`config.mk`:
```
export PLATFORM = sky130hd
export DESIGN_NAME = bcd_seg_counter
export DESIGN_NICKNAME = d
export VERILOG_FILES = /design/src/rtl/bcd_seg_counter_pkg.sv /design/src/rtl/bcd_seg_counter_seg7_decode.sv /design/src/rtl/bcd_seg_counter.sv
export SDC_FILE = /design/constraint.sdc
export NUM_CORES = 1
export LEC_CHECK = 0
export ABC_AREA = 0
export CAP_MARGIN = 10
export CORE_MARGIN = 1
export CORE_UTILIZATION = 44
export CTS_CLUSTER_DIAMETER = 60
export CTS_CLUSTER_SIZE = 25
export DETAILED_ROUTE_END_ITERATION = 8
export PLACE_DENSITY = 0.7
export SYNTH_ARGS = -nofsm -noshare
export SYNTH_HDL_FRONTEND = slang
export SYNTH_HIERARCHICAL = 1
export SYNTH_SLANG_ARGS = --single-unit
```
`constraint.sdc`:
```
create_clock -name CLK -period 2.5 [get_ports CLK]
set_input_delay 0.375 -clock CLK [delete_from_list [all_inputs] [get_ports CLK]]
set_output_delay 0.375 -clock CLK [all_outputs]
set_load 0.005 [all_outputs]
```
`src/rtl/bcd_seg_counter_pkg.sv`:
```
// Shared segment patterns and helpers for the BCD 7-seg counter.
// Bit order {dp,g,f,e,d,c,b,a}, active-high.
`timescale 1ns/1ps
package bcd_seg_counter_pkg;

  localparam logic [7:0] SEG_0     = 8'h3F;
  localparam logic [7:0] SEG_1     = 8'h06;
  localparam logic [7:0] SEG_2     = 8'h5B;
  localparam logic [7:0] SEG_3     = 8'h4F;
  localparam logic [7:0] SEG_4     = 8'h66;
  localparam logic [7:0] SEG_5     = 8'h6D;
  localparam logic [7:0] SEG_6     = 8'h7D;
  localparam logic [7:0] SEG_7     = 8'h07;
  localparam logic [7:0] SEG_8     = 8'h7F;
  localparam logic [7:0] SEG_9     = 8'h6F;
  localparam logic [7:0] SEG_BLANK = 8'h00;

  // The decimal point is never driven by this block.
  localparam logic [7:0] SEG_DP_MASK = 8'h80;

  function automatic logic [3:0] bcd_clamp(
    input logic [3:0] d
  );
    return (d > 4'd9) ? 4'd9 : d;
  endfunction

endpackage

```
`src/rtl/bcd_seg_counter_seg7_decode.sv`:
```
// One BCD digit to a 7-segment pattern, combinational.
// Codes above 9 cannot reach this decoder and show blank.
`timescale 1ns/1ps
module seg7_decode
  import bcd_seg_counter_pkg::*;
(
  input  logic [3:0] bcd,
  output logic [7:0] seg
);

  logic [7:0] pat;

  // Table lookup of the segment pattern.
  always_comb begin
    pat = SEG_BLANK;
    case (bcd)
      4'd0:    pat = SEG_0;
      4'd1:    pat = SEG_1;
      4'd2:    pat = SEG_2;
      4'd3:    pat = SEG_3;
      4'd4:    pat = SEG_4;
      4'd5:    pat = SEG_5;
      4'd6:    pat = SEG_6;
      4'd7:    pat = SEG_7;
      4'd8:    pat = SEG_8;
      4'd9:    pat = SEG_9;
      default: pat = SEG_BLANK;
    endcase
  end

  assign seg = pat & ~SEG_DP_MASK;

endmodule

```
`src/rtl/bcd_seg_counter.sv`:
```
// N-digit BCD up/down counter with prescaler and 7-seg drive.
// Define BLANK_LEADING_ZERO_EN to blank leading zero digits.
`timescale 1ns/1ps
module bcd_seg_counter
  import bcd_seg_counter_pkg::*;
#(
  parameter int DIGITS   = 4,
  parameter int PRESCALE = 50
) (
  input  logic                  CLK,
  input  logic                  RST,
  input  logic                  EN,
  input  logic                  UP,
  input  logic                  LOAD,
  input  logic [4*DIGITS-1:0]   LOAD_VAL,
  output logic [4*DIGITS-1:0]   BCD,
  output logic [8*DIGITS-1:0]   SEG,
  output logic                  TICK,
  output logic                  OVF
);

  localparam int PW =
    (PRESCALE > 1) ? $clog2(PRESCALE) : 1;
  localparam logic [PW-1:0] PMAX =
    PW'(PRESCALE - 1);

`ifdef BLANK_LEADING_ZERO_EN
  localparam bit BLANK_LZ = 1'b1;
`else
  localparam bit BLANK_LZ = 1'b0;
`endif

  function automatic logic [8*DIGITS-1:0] rst_seg();
    logic [8*DIGITS-1:0] r;
    r = '0;
    for (int i = 0; i < DIGITS; i++)
      r[8*i+:8] = (BLANK_LZ && i > 0)
                  ? SEG_BLANK : SEG_0;
    return r;
  endfunction

  localparam logic [8*DIGITS-1:0] SEG_RST = rst_seg();

  logic [PW-1:0]       pcnt;
  logic                tick_i;
  logic [4*DIGITS-1:0] nxt;
  logic [4*DIGITS-1:0] ld;
  logic                wrap;
  logic                cy;
  logic [3:0]          dg;
  logic [DIGITS-1:0]   blank;
  logic [8*DIGITS-1:0] raw;
  logic [8*DIGITS-1:0] dec;

  assign tick_i = EN && (pcnt == PMAX);

  // Ripple +1/-1 through the digits; leftover carry means wrap.
  always_comb begin
    nxt = BCD;
    cy  = 1'b1;
    dg  = '0;
    for (int i = 0; i < DIGITS; i++) begin
      dg = BCD[4*i+:4];
      if (cy) begin
        if (UP) begin
          if (dg == 4'd9) begin
            nxt[4*i+:4] = 4'd0;
          end else begin
            nxt[4*i+:4] = dg + 4'd1;
            cy = 1'b0;
          end
        end else begin
          if (dg == 4'd0) begin
            nxt[4*i+:4] = 4'd9;
          end else begin
            nxt[4*i+:4] = dg - 4'd1;
            cy = 1'b0;
          end
        end
      end
    end
    wrap = cy;
  end

  // Clamp out-of-range load digits to 9.
  always_comb begin
    ld = '0;
    for (int i = 0; i < DIGITS; i++)
      ld[4*i+:4] = bcd_clamp(LOAD_VAL[4*i+:4]);
  end

`ifdef BLANK_LEADING_ZERO_EN
  logic nz;

  // Blank zero digits above the top non-zero digit.
  always_comb begin
    blank = '0;
    nz    = 1'b0;
    for (int i = DIGITS - 1; i >= 1; i--) begin
      nz       = nz | (BCD[4*i+:4] != 4'd0);
      blank[i] = ~nz;
    end
  end
`else
  assign blank = '0;
`endif

  for (genvar g = 0; g < DIGITS; g++) begin : g_dec
    seg7_decode u_dec (
      .bcd (BCD[4*g+:4]),
      .seg (raw[8*g+:8])
    );
  end

  // Apply per-digit blanking to decoded patterns.
  always_comb begin
    dec = raw;
    for (int i = 0; i < DIGITS; i++)
      if (blank[i]) dec[8*i+:8] = SEG_BLANK;
  end

  // Prescaler, count register and tick/wrap pulses.
  always_ff @(posedge CLK or posedge RST) begin
    if (RST) begin
      pcnt <= '0;
      BCD  <= '0;
      TICK <= 1'b0;
      OVF  <= 1'b0;
    end else if (LOAD) begin
      pcnt <= '0;
      BCD  <= ld;
      TICK <= 1'b0;
      OVF  <= 1'b0;
    end else begin
      TICK <= tick_i;
      OVF  <= tick_i & wrap;
      if (EN)
        pcnt <= tick_i ? '0 : pcnt + 1'b1;
      if (tick_i)
        BCD <= nxt;
    end
  end

  // Registered segment drive, one cycle behind BCD.
  always_ff @(posedge CLK or posedge RST) begin
    if (RST) SEG <= SEG_RST;
    else     SEG <= dec;
  end

endmodule

```
==> impl_metrics.json, run 1 <==
{
  "maxPowerGroup": "registers",
  "clkTransAtPathRegs_ns": 0.09,
  "reg2reg_depth": 5,
  "drt-pass1-iter-count": 5,
  "ff_type": "dfrtp_1",
  "grt_max_degree": 27,
  "powerClk_uw": 539,
  "dpl-instance-area_mm2": 0.00442,
  "rsz0062_at_grt": "no",
  "tap_cells": 102,
  "final-hold-violation-count": 0,
  "power_density_mw_per_mm2": 557,
  "route.final.wire_length_mm": 7.64,
  "n_antenna_cell": 0,
  "timing.rr.start": "BCD[3]$_DFFE_PP0P_",
  "ctsResizeCount": 0,
  "finalSetupViolations": 0,
  "synth_top_cell_by_area": "dfrtp_1",
  "crit_arrival_ns": 2.36,
  "cts_setup_buffers": 0,
  "yosysWarnings": 6,
  "avgSynthCellArea_um2": 9.41,
  "place_congestion": 0.892,
  "cts-root-buf": "clkbuf_8",
  "ys_seq_share_pct": 40.3,
  "row_count": 32,
  "xor_area_share_pct": 3.69,
  "first_global_vias": 2783,
  "slew_headroom_pct": 55.8,
  "synthDominantCellAreaShare_pct": 22.5,
  "holdBufCountCts": 0,
  "drive_above_1_share_pct": 17.2,
  "seqPwrFrac_pct": 46.4,
  "vias_per_cell": 5.48,
  "clockBufferDepth": 2,
  "critPathBufInv": 2,
  "async_flop_share_pct": 100,
  "cp_cell_sequence": "clkdlybuf4s50_1, or3_4, a2111o_1, buf_4, or3_1, a31oi_1",
  "ys_sh_adder_pct": 9.15,
  "hpwlAfterDp_mm": 5.54,
  "maxSlewViolCount": 0,
  "core_mm2": 0.00777,
  "logic_family": "AND-OR/OR-AND gates",
  "comb_cells": 265,
  "whs_ns": 0.326,
  "die-area_mm2": 0.00844,
  "htree_levels": 2,
  "grt_pass1_wl_mm": 12.7,
  "powerComb_uw": 811,
  "ff2ff_setup_slack_ns": 0.51,
  "grt_overflow": 0,
  "mux_share_pct": 0.563,
  "critPathSlowestCell": "clkdlybuf4s50_1",
  "critPathMaxStageDelay_ns": 0.45,
  "p_leak_nw": 1.90,
  "synth_cell_types": 68,
  "synth.cellmix.simpleShare_pct": 16.1,
  "cap_violations": 0,
  "tns_ns": 0,
  "num-nets-final": 499,
  "warnings": 47,
  "crit_start": "UP",
  "p_sw_uw": 741,
  "drc_errors": 0,
  "register_area_mm2": 0.00143,
  "design_area_mm2": 0.00452,
  "numCtsBuffers": 5,
  "post-route-period-util_pct": 85.0,
  "finClkSkew_ns": 0.00706,
  "drtIter0Drc": 250,
  "final-nonclk-buf-share_pct": 19.6,
  "fill_cells": 720,
  "clkCellAreaFrac_pct": 2.27,
  "nonClockBufferCount": 93,
  "comb_area_mm2": 0.00186,
  "cp_num_cells": 6,
  "final_util_pct": 58.2,
  "cts_tree": "built",
  "clkSinkCount": 56,
  "portBuffers": 70,
  "syn_inst": 378,
  "p_sw_share_pct": 29.4,
  "path_class": "input pin to register",
  "ios": 71,
  "status": "complete, no violations",
  "top_cells_by_area": "dfrtp_1, dfstp_2, ha_1"
}
[run 1: routing by layer]
metal	vias up	wire (um)	GRT usage, %
li1	1482	-	-
met1	1445	3340	25.0
met2	101	3760	30.9
met3	14	421	2.49
met4	0	121	6.64
met5	-	0	0
[run 1: Yosys cell counts, drive strengths merged, types with 5 or more instances]
cell type	n
xnor2	8
nand2	14
a21oi	20
nor3	10
or2	5
dfstp	24
o21ai	34
nor2b	7
or4	6
nor2	21
clkbuf	13
a21o	5
dfrtp	32
o22ai	15
a31oi	8
inv	31
nand3	14
xor2	7
buf	13
ha	26
[run 1: how the worst min path moves through the flow]
stage                              startpoint                  end  slack [ns]  depth (start not counted)
final                                     RST     SEG[7]$_DFF_PP0_        0.33                          2
after global placement    pcnt[5]$_DFFE_PP0P_  pcnt[5]$_DFFE_PP0P_        0.49                          1
after CTS                                 RST     SEG[7]$_DFF_PP0_        0.33                          2
after floorplan           pcnt[5]$_DFFE_PP0P_  pcnt[5]$_DFFE_PP0P_        0.46                          1
after detailed placement  pcnt[5]$_DFFE_PP0P_  pcnt[5]$_DFFE_PP0P_        0.49                          1
after global routing                      RST     SEG[7]$_DFF_PP0_        0.36                          2
[run 1: layout by cell type, fill, tap and decap left out, drive strengths merged, types with 10 or more instances in the layout]
| cell type | n |
|---|---|
| clkdlybuf4s50 | 70 |
| o21ai | 34 |
| dfrtp | 32 |
| inv | 31 |
| ha | 26 |
| dfstp | 24 |
| buf | 23 |
| nor2 | 21 |
| a21oi | 20 |
| o22ai | 15 |
| nand3 | 14 |
| nand2 | 14 |
| nor3 | 10 |
[run 1: state kept, by name, summed over array words and instances, names as in the netlist]
name	flops
TICK	1
pcnt	6
SEG	32
BCD	16
OVF	1
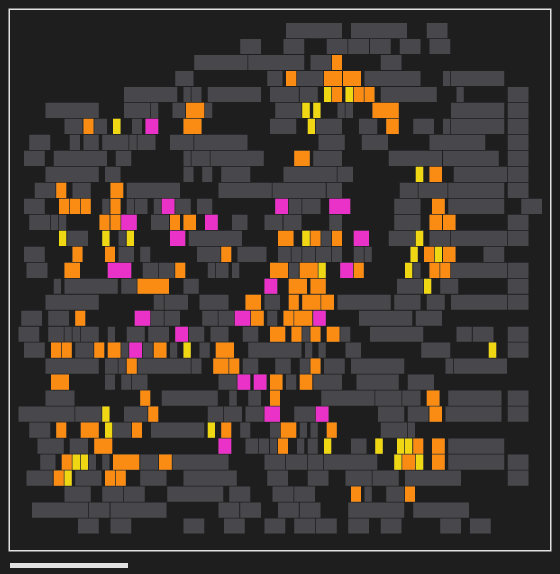
**Above:** run 1 (selected gate families).
Bar = 20 um.
family	color	cells
aoi and oai cells	orange	95
inv cells	yellow	31
and/or cells	magenta	21
final cell count without fillers: 555
logic share of the area: 41.1%
dominant logic cell type in the layout: clkdlybuf4s50_1

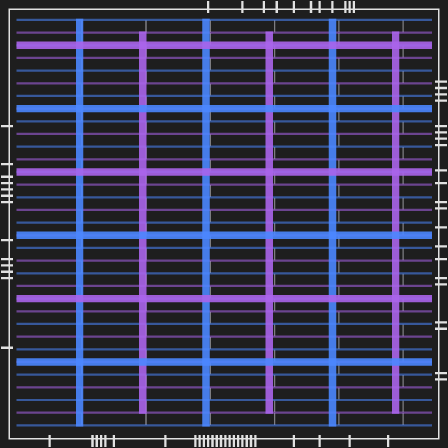
**Above:** run 1 (power grid).
Pins as bars on the die edge. Tap cells in gray.
net	color
VDD	purple
VSS	blue
met1 rails	33
met4 straps	6
rows	32
met5 straps	6
signal pins	71
worst vdd ir: 0.000282 V
Die X: 91.9 um

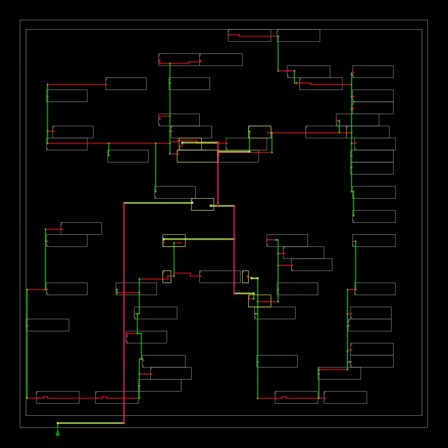
**Above:** run 1 (clock routing).
sequential cell count: 56
Worst-Skew Late Latency: 0.31 ns

==> inputs of run 2 (changes only) <==
Settings changed: ABC_AREA 0 to default.
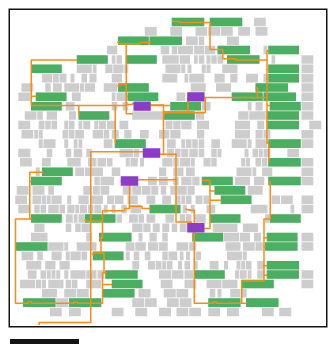
**Above:** run 2 (clock distribution).
Bar = 20 um.
[flip-flops] green | count: 56
[clock drivers] purple | count: 5
[clock wires] orange | length: 657 um
routed clock nets	6
flops lie	spread over the die
Clk pwr share: 21.4%
P_clk: 539 uW

==> impl_metrics.json, run 2 <==
{
  "status": "complete, no violations",
  "whs_ns": 0.326,
  "slew_headroom_pct": 55.8,
  "grt_overflow": 0,
  "lay_top_count": "clkdlybuf4s50_1",
  "htree_levels": 2,
  "cts_tree": "built",
  "finClkSkew_ns": 0.00706,
  "top_cells_by_area": "dfrtp_1, dfstp_2, ha_1",
  "crit_start": "UP",
  "cts-root-buf": "clkbuf_8",
  "endpoint_kind": "register",
  "route.final.wire_length_mm": 7.64,
  "ff2ff_setup_slack_ns": 0.51,
  "seqPwrFrac_pct": 46.4,
  "first_global_vias": 2783,
  "ys_seq_share_pct": 40.3,
  "design_area_mm2": 0.00452,
  "clkTransAtPathRegs_ns": 0.09,
  "path_class": "input pin to register",
  "clkSinkCount": 56,
  "clockBufferDepth": 2,
  "die-area_mm2": 0.00844,
  "ir_worst_vdd_v": 0.000282,
  "syn-num-nets": 425,
  "final_util_pct": 58.2,
  "synth_cell_types": 68,
  "common_cells": "dfrtp_1, o21ai_0, inv_1, ha_1, dfstp_2",
  "timing.rr.start": "BCD[3]$_DFFE_PP0P_",
  "ant_nets": 0,
  "async_flop_share_pct": 100,
  "power_density_mw_per_mm2": 557,
  "avgSynthCellArea_um2": 9.41,
  "fp.dieW_um": 91.9,
  "reg_top3": "SEG x32, BCD x16, pcnt x6",
  "largest_register_ffs": 32,
  "p_sw_uw": 741,
  "fin_ws_ns": 0.375,
  "powerComb_uw": 811,
  "drc_errors": 0,
  "cts_setup_buffers": 0,
  "p_leak_nw": 1.90,
  "grt_pass1_wl_mm": 12.7,
  "ff_type": "dfrtp_1",
  "edf_count": 0,
  "worst_pin_slew_ns": 0.660,
  "critPathMaxStageDelay_ns": 0.45,
  "warnings": 47,
  "dpl-instance-area_mm2": 0.00442,
  "final_cell_mix": "clkdlybuf4s50_1, dfrtp_1, o21ai_0",
  "intPower_mw": 1.78,
  "n_antenna_cell": 0,
  "cp_cell_sequence": "clkdlybuf4s50_1, or3_4, a2111o_1, buf_4, or3_1, a31oi_1",
  "vias_per_cell": 5.48,
  "ios": 71,
  "yosysWarnings": 6,
  "grt_use_total_pct": 18.6,
  "maxPowerGroup": "registers",
  "tns_ns": 0,
  "final_cells": 555,
  "finalSetupViolations": 0,
  "initial_core_util_pct": 45.8,
  "post-place-ws_ns": 0.0703,
  "synth.cellmix.simpleShare_pct": 16.1,
  "crit_path_max_fanout": 9,
  "p_sw_share_pct": 29.4,
  "rsz0062_at_grt": "no",
  "crit_arrival_ns": 2.36,
  "ctsResizeCount": 0,
  "drt-pass1-iter-count": 5,
  "numCtsBuffers": 5,
  "grt_max_degree": 27,
  "ys_sh_adder_pct": 9.15,
  "synth_top_cell_by_area": "dfrtp_1",
  "mux_share_pct": 0.563,
  "core_mm2": 0.00777,
  "numSynthFlops": 56,
  "holdBufCountCts": 0,
  "fill_cells": 720,
  "maxSlewViolCount": 0,
  "syn_inst": 378,
  "largest-register": "SEG",
  "final-hold-violation-count": 0,
  "row_count": 32,
  "drive_above_1_share_pct": 17.2,
  "synthDominantCellAreaShare_pct": 22.5,
  "xor_area_share_pct": 3.69,
  "post-route-period-util_pct": 85.0,
  "cap_violations": 0,
  "logic_family": "AND-OR/OR-AND gates",
  "num-nets-final": 499,
  "critPathSlowestCell": "clkdlybuf4s50_1",
  "reg2reg_depth": 5,
  "clock_latency_ns": 0.31,
  "portBuffers": 70,
  "place_congestion": 0.892,
  "hpwlAfterDp_mm": 5.54,
  "drtIter0Drc": 250
}
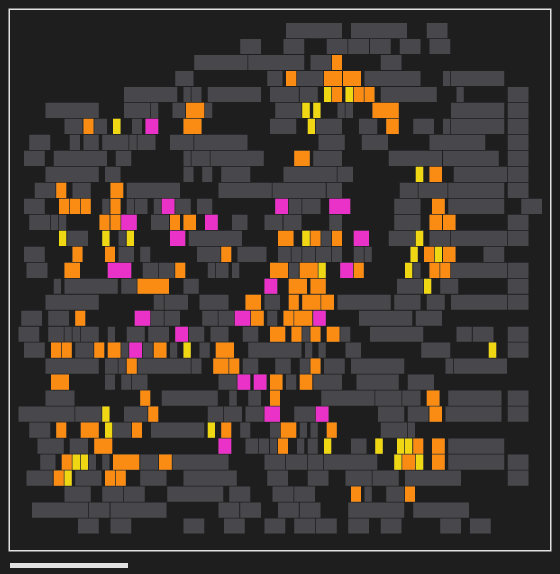
**Above:** run 2 (selected gate families).
Bar = 20 um.
family	color	cells
and/or cells	magenta	21
inv cells	yellow	31
aoi and oai cells	orange	95

[run 2: worst min path at each step]
| stage | start | endpoint | slack (ns) | cells after the start |
|---|---|---|---|---|
| finish | RST | SEG[7]$_DFF_PP0_ | 0.33 | 2 |
| CTS | RST | SEG[7]$_DFF_PP0_ | 0.33 | 2 |
| floorplan | pcnt[5]$_DFFE_PP0P_ | pcnt[5]$_DFFE_PP0P_ | 0.46 | 1 |
| detailed placement | pcnt[5]$_DFFE_PP0P_ | pcnt[5]$_DFFE_PP0P_ | 0.49 | 1 |
| global placement | pcnt[5]$_DFFE_PP0P_ | pcnt[5]$_DFFE_PP0P_ | 0.49 | 1 |
| global route | RST | SEG[7]$_DFF_PP0_ | 0.36 | 2 |
[run 2: cell families after synthesis]
family | Yosys count
and+or+nand+nor | 101
other | 4
xor gates and xnor gates | 15
AOI/OAI and AO/OA | 117
buffers and inverters | 57
muxes | 2
DFF | 56
adders and majority gates | 26
[run 2: worst max-delay path: cells and delay by family]
family,cells,cell delay [ns]
buf+inv,2,0.62
simple gates,2,0.74
compound gates,2,0.61
[run 2: routing by layer]
metal  up-vias  track usage (%)  part of all wire (%)
li1       1482                -                     -
met5         -                0                     0
met2       101             30.9                    49
met4         0             6.64                   1.6
met1      1445             25.0                    44
met3        14             2.49                   5.5
[run 2: cell type report]
class                   count  area (um2)  share of cell area [%]
clock buffers               7        97.6                    2.16
clock inverters             1        5.00                   0.111
inverters                  31         116                    2.57
multi-input cells         265        1860                    41.1
flip-flops and latches     56        1430                    31.7
well taps                 102         128                    2.82
repair buffers             93         886                    19.6
**Run 2: cells colored by class**

Bar = 20 um.
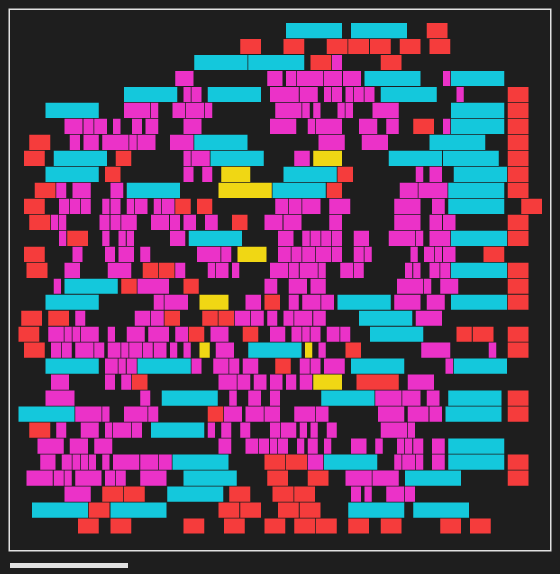

==> inputs of run 3 (changes only) <==
Settings changed: MAX_ROUTING_LAYER from default to met4.
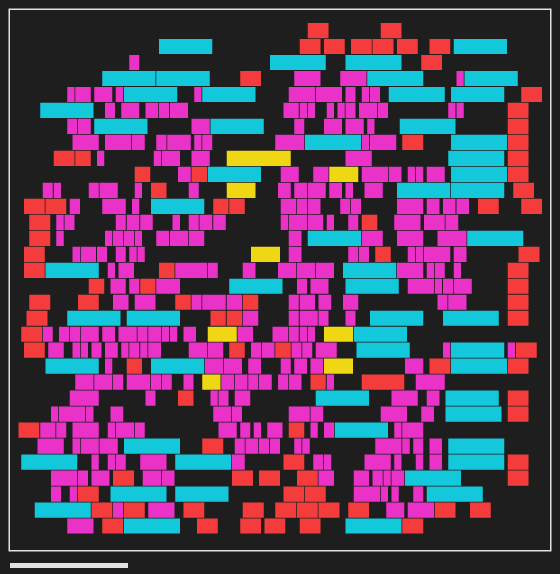
**Above:** run 3 (cells colored by class).
Bar = 20 um.
class	color	cells	share of their area
clock drivers and dummy loads	yellow	8	2.8%
remaining buffers and delay cells	red	92	20%
combinational and other logic	magenta	296	45%
sequential cells	cyan	56	33%
core region area: 0.00777 mm2
final instance area: 0.00453 mm2
Final Core Density: 58.3%
row cnt: 32

==> impl_metrics.json, run 3 <==
{
  "status": "complete, no violations",
  "tns_ns": 0,
  "maxSlewViolCount": 0,
  "syn_area_mm2": 0.00356,
  "drive_above_1_share_pct": 17.3,
  "num_vias": 3007,
  "final-hold-violation-count": 0,
  "top_cells_by_area": "dfrtp_1, dfstp_2, ha_1",
  "register_area_mm2": 0.00143,
  "synthDominantCellAreaShare_pct": 22.5,
  "worst_pin_slew_ns": 0.618,
  "cap_violations": 0,
  "cp.required_ns": 2.72,
  "use_met3_pct": 2.40,
  "ff_type": "dfrtp_1",
  "initial_core_util_pct": 45.8,
  "startpoint_type": "input pin",
  "critPathMaxStageDelay_ns": 0.45,
  "cts-root-buf": "clkbuf_8",
  "met3_length_um": 312,
  "p_leak_nw": 1.91,
  "critPathBufInv": 2,
  "critPathSlowestCell": "clkdlybuf4s50_1",
  "grt_overflow": 0,
  "intPower_mw": 1.85,
  "synth_top_cell_by_area": "dfrtp_1",
  "routedWlPerCell_um": 14.1,
  "grt_pass1_wl_mm": 13.6,
  "path_class": "input pin to register",
  "grt_use_total_pct": 20.3,
  "drt-pass1-iter-count": 4,
  "p_comb_share_pct": 30.9,
  "ctsResizeCount": 0,
  "ir_worst_vdd_v": 0.000267,
  "final_cell_mix": "clkdlybuf4s50_1, dfrtp_1, o21ai_0",
  "holdBufCountCts": 0,
  "clockBufferDepth": 2,
  "grt_max_degree": 31,
  "post-route-period-util_pct": 84.9,
  "endpoint_kind": "register",
  "timing.rr.start": "BCD[3]$_DFFE_PP0P_",
  "clkPwrFrac_pct": 24.2,
  "p_seq_mw": 1.17,
  "cts_tree": "built",
  "n_antenna_cell": 0,
  "synth_cell_types": 68,
  "async_flop_share_pct": 100,
  "power_density_mw_per_mm2": 576,
  "common_cells": "dfrtp_1, o21ai_0, inv_1, ha_1, dfstp_2",
  "drc_errors": 0,
  "max_freq_mhz": 471,
  "crit_arrival_ns": 2.34,
  "vias_per_cell": 5.43,
  "cts_setup_buffers": 0,
  "clock_latency_ns": 0.31,
  "antenna_found_initial": 0,
  "min_period_ns": 2.12,
  "num-nets-final": 498,
  "finalSetupViolations": 0,
  "fill_cells": 702,
  "warnings": 47,
  "powerComb_uw": 807,
  "numSynthFlops": 56,
  "synth_stat.cells": 378,
  "syn_inst": 378,
  "die-area_mm2": 0.00844,
  "p_sw_share_pct": 29.2,
  "crit_path_max_fanout": 9,
  "syn-num-nets": 425,
  "maxPowerGroup": "registers",
  "hold_class": "input pin to asynchronous set/reset pin",
  "clkTransAtPathRegs_ns": 0.10,
  "whs_ns": 0.436,
  "wl_met2_mm": 3.85,
  "grtUsageMet1_pct": 25.1,
  "drtIter0Drc": 193,
  "htree_levels": 2,
  "crit_start": "UP",
  "fp.dieW_um": 91.9,
  "cp_cell_sequence": "clkdlybuf4s50_1, or3_4, a2111o_1, buf_4, or3_1, a31oi_1",
  "comb_area_mm2": 0.00186,
  "reg_top3": "SEG x32, BCD x16, pcnt x6",
  "grt_use_met2_pct": 35.0,
  "place_congestion": 0.923,
  "area_growth_pct": 27.4,
  "ios": 71,
  "topRoutingLayerUsed": "met4",
  "yosysWarnings": 6,
  "largest-register": "SEG",
  "yosys-stat-area_mm2": 0.00356,
  "hpwlAfterDp_mm": 5.66,
  "seqPwrFrac_pct": 44.9,
  "slew_headroom_pct": 58.8,
  "rsz0062_at_grt": "no",
  "first_global_vias": 2989,
  "ant_nets": 0,
  "edf_count": 0,
  "portBuffers": 70,
  "route.final.wire_length_mm": 7.79,
  "cp_top_family": "simple AND/OR/NAND/NOR gates",
  "avgSynthCellArea_um2": 9.41,
  "largest_register_ffs": 32,
  "dieHeight_um": 91.9,
  "wl_met1_mm": 3.54,
  "p_sw_uw": 763,
  "lay_top_count": "clkdlybuf4s50_1",
  "busiest_layer": "met2",
  "ys_seq_share_pct": 40.3
}
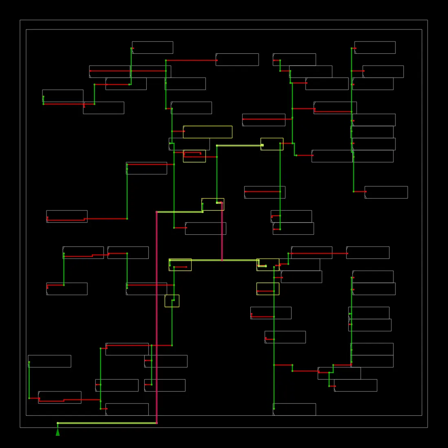
**Above:** run 3 (clock routing).
clk_buf instances: 6
clock sink count: 56
P_clk: 632 uW
CTS buffer count: 5
Clock Skew: 0.0126 ns

-- run 3: cell counts after synthesis --
Identical to the previous run, type by type.
-- run 3: area by class of cell --
| type | instances | area share [%] |
|---|---|---|
| multi-input combinational | 265 | 41.0 |
| sequential | 56 | 31.6 |
| timing repair buffer | 92 | 19.4 |
| tap | 102 | 2.82 |
| inverter | 31 | 2.57 |
| clock buffer | 6 | 1.82 |
| clock inverter | 2 | 0.856 |
-- run 3: kinds of logic (layout without fill, tap and decap cells) --
| family | count (synthesis) | count (layout) | synth area share, % |
|---|---|---|---|
| mux | 2 | 2 | 0.563 |
| xor+xnor | 15 | 15 | 3.69 |
| flops | 56 | 56 | 40.3 |
| fa+ha+maj | 26 | 26 | 9.15 |
| simple gates | 101 | 101 | 16.1 |
| compound gates | 117 | 117 | 22.2 |
| other cells | 4 | 4 | 0.422 |
| buf+inv | 57 | 131 | 7.57 |
-- run 3: worst paths after layout --
| path | depth (start not counted) | endpoint | slack [ns] |
|---|---|---|---|
| max | 6 | BCD[8]$_DFFE_PP0P_ | 0.38 |
| min | 2 | SEG[6]$_DFF_PP0_ | 0.44 |
| max reg2reg | 5 | BCD[8]$_DFFE_PP0P_ | 0.48 |
| min reg2reg | 1 | pcnt[5]$_DFFE_PP0P_ | 0.52 |
| max in group asynchronous | 3 | SEG[8]$_DFF_PP1_ | 1.45 |
| min in group CLK | 1 | pcnt[5]$_DFFE_PP0P_ | 0.52 |
-- run 3: through the flow --
stage / setup slack (ns) / cell area, um2 / instances / total power, mW
after floorplan: 0.295 / 3560 / 378 / 1.61
after global placement: 0.0779 / 4410 / 546 / 1.98
after detailed placement: 0.0874 / 4410 / 546 / 2.00
after CTS: 0.389 / 4530 / 554 / 2.63
after global routing: 0.310 / 4530 / 554 / 2.77
final: 0.378 / 4530 / 554 / 2.61
Power is estimated from default activity; no workload was simulated.
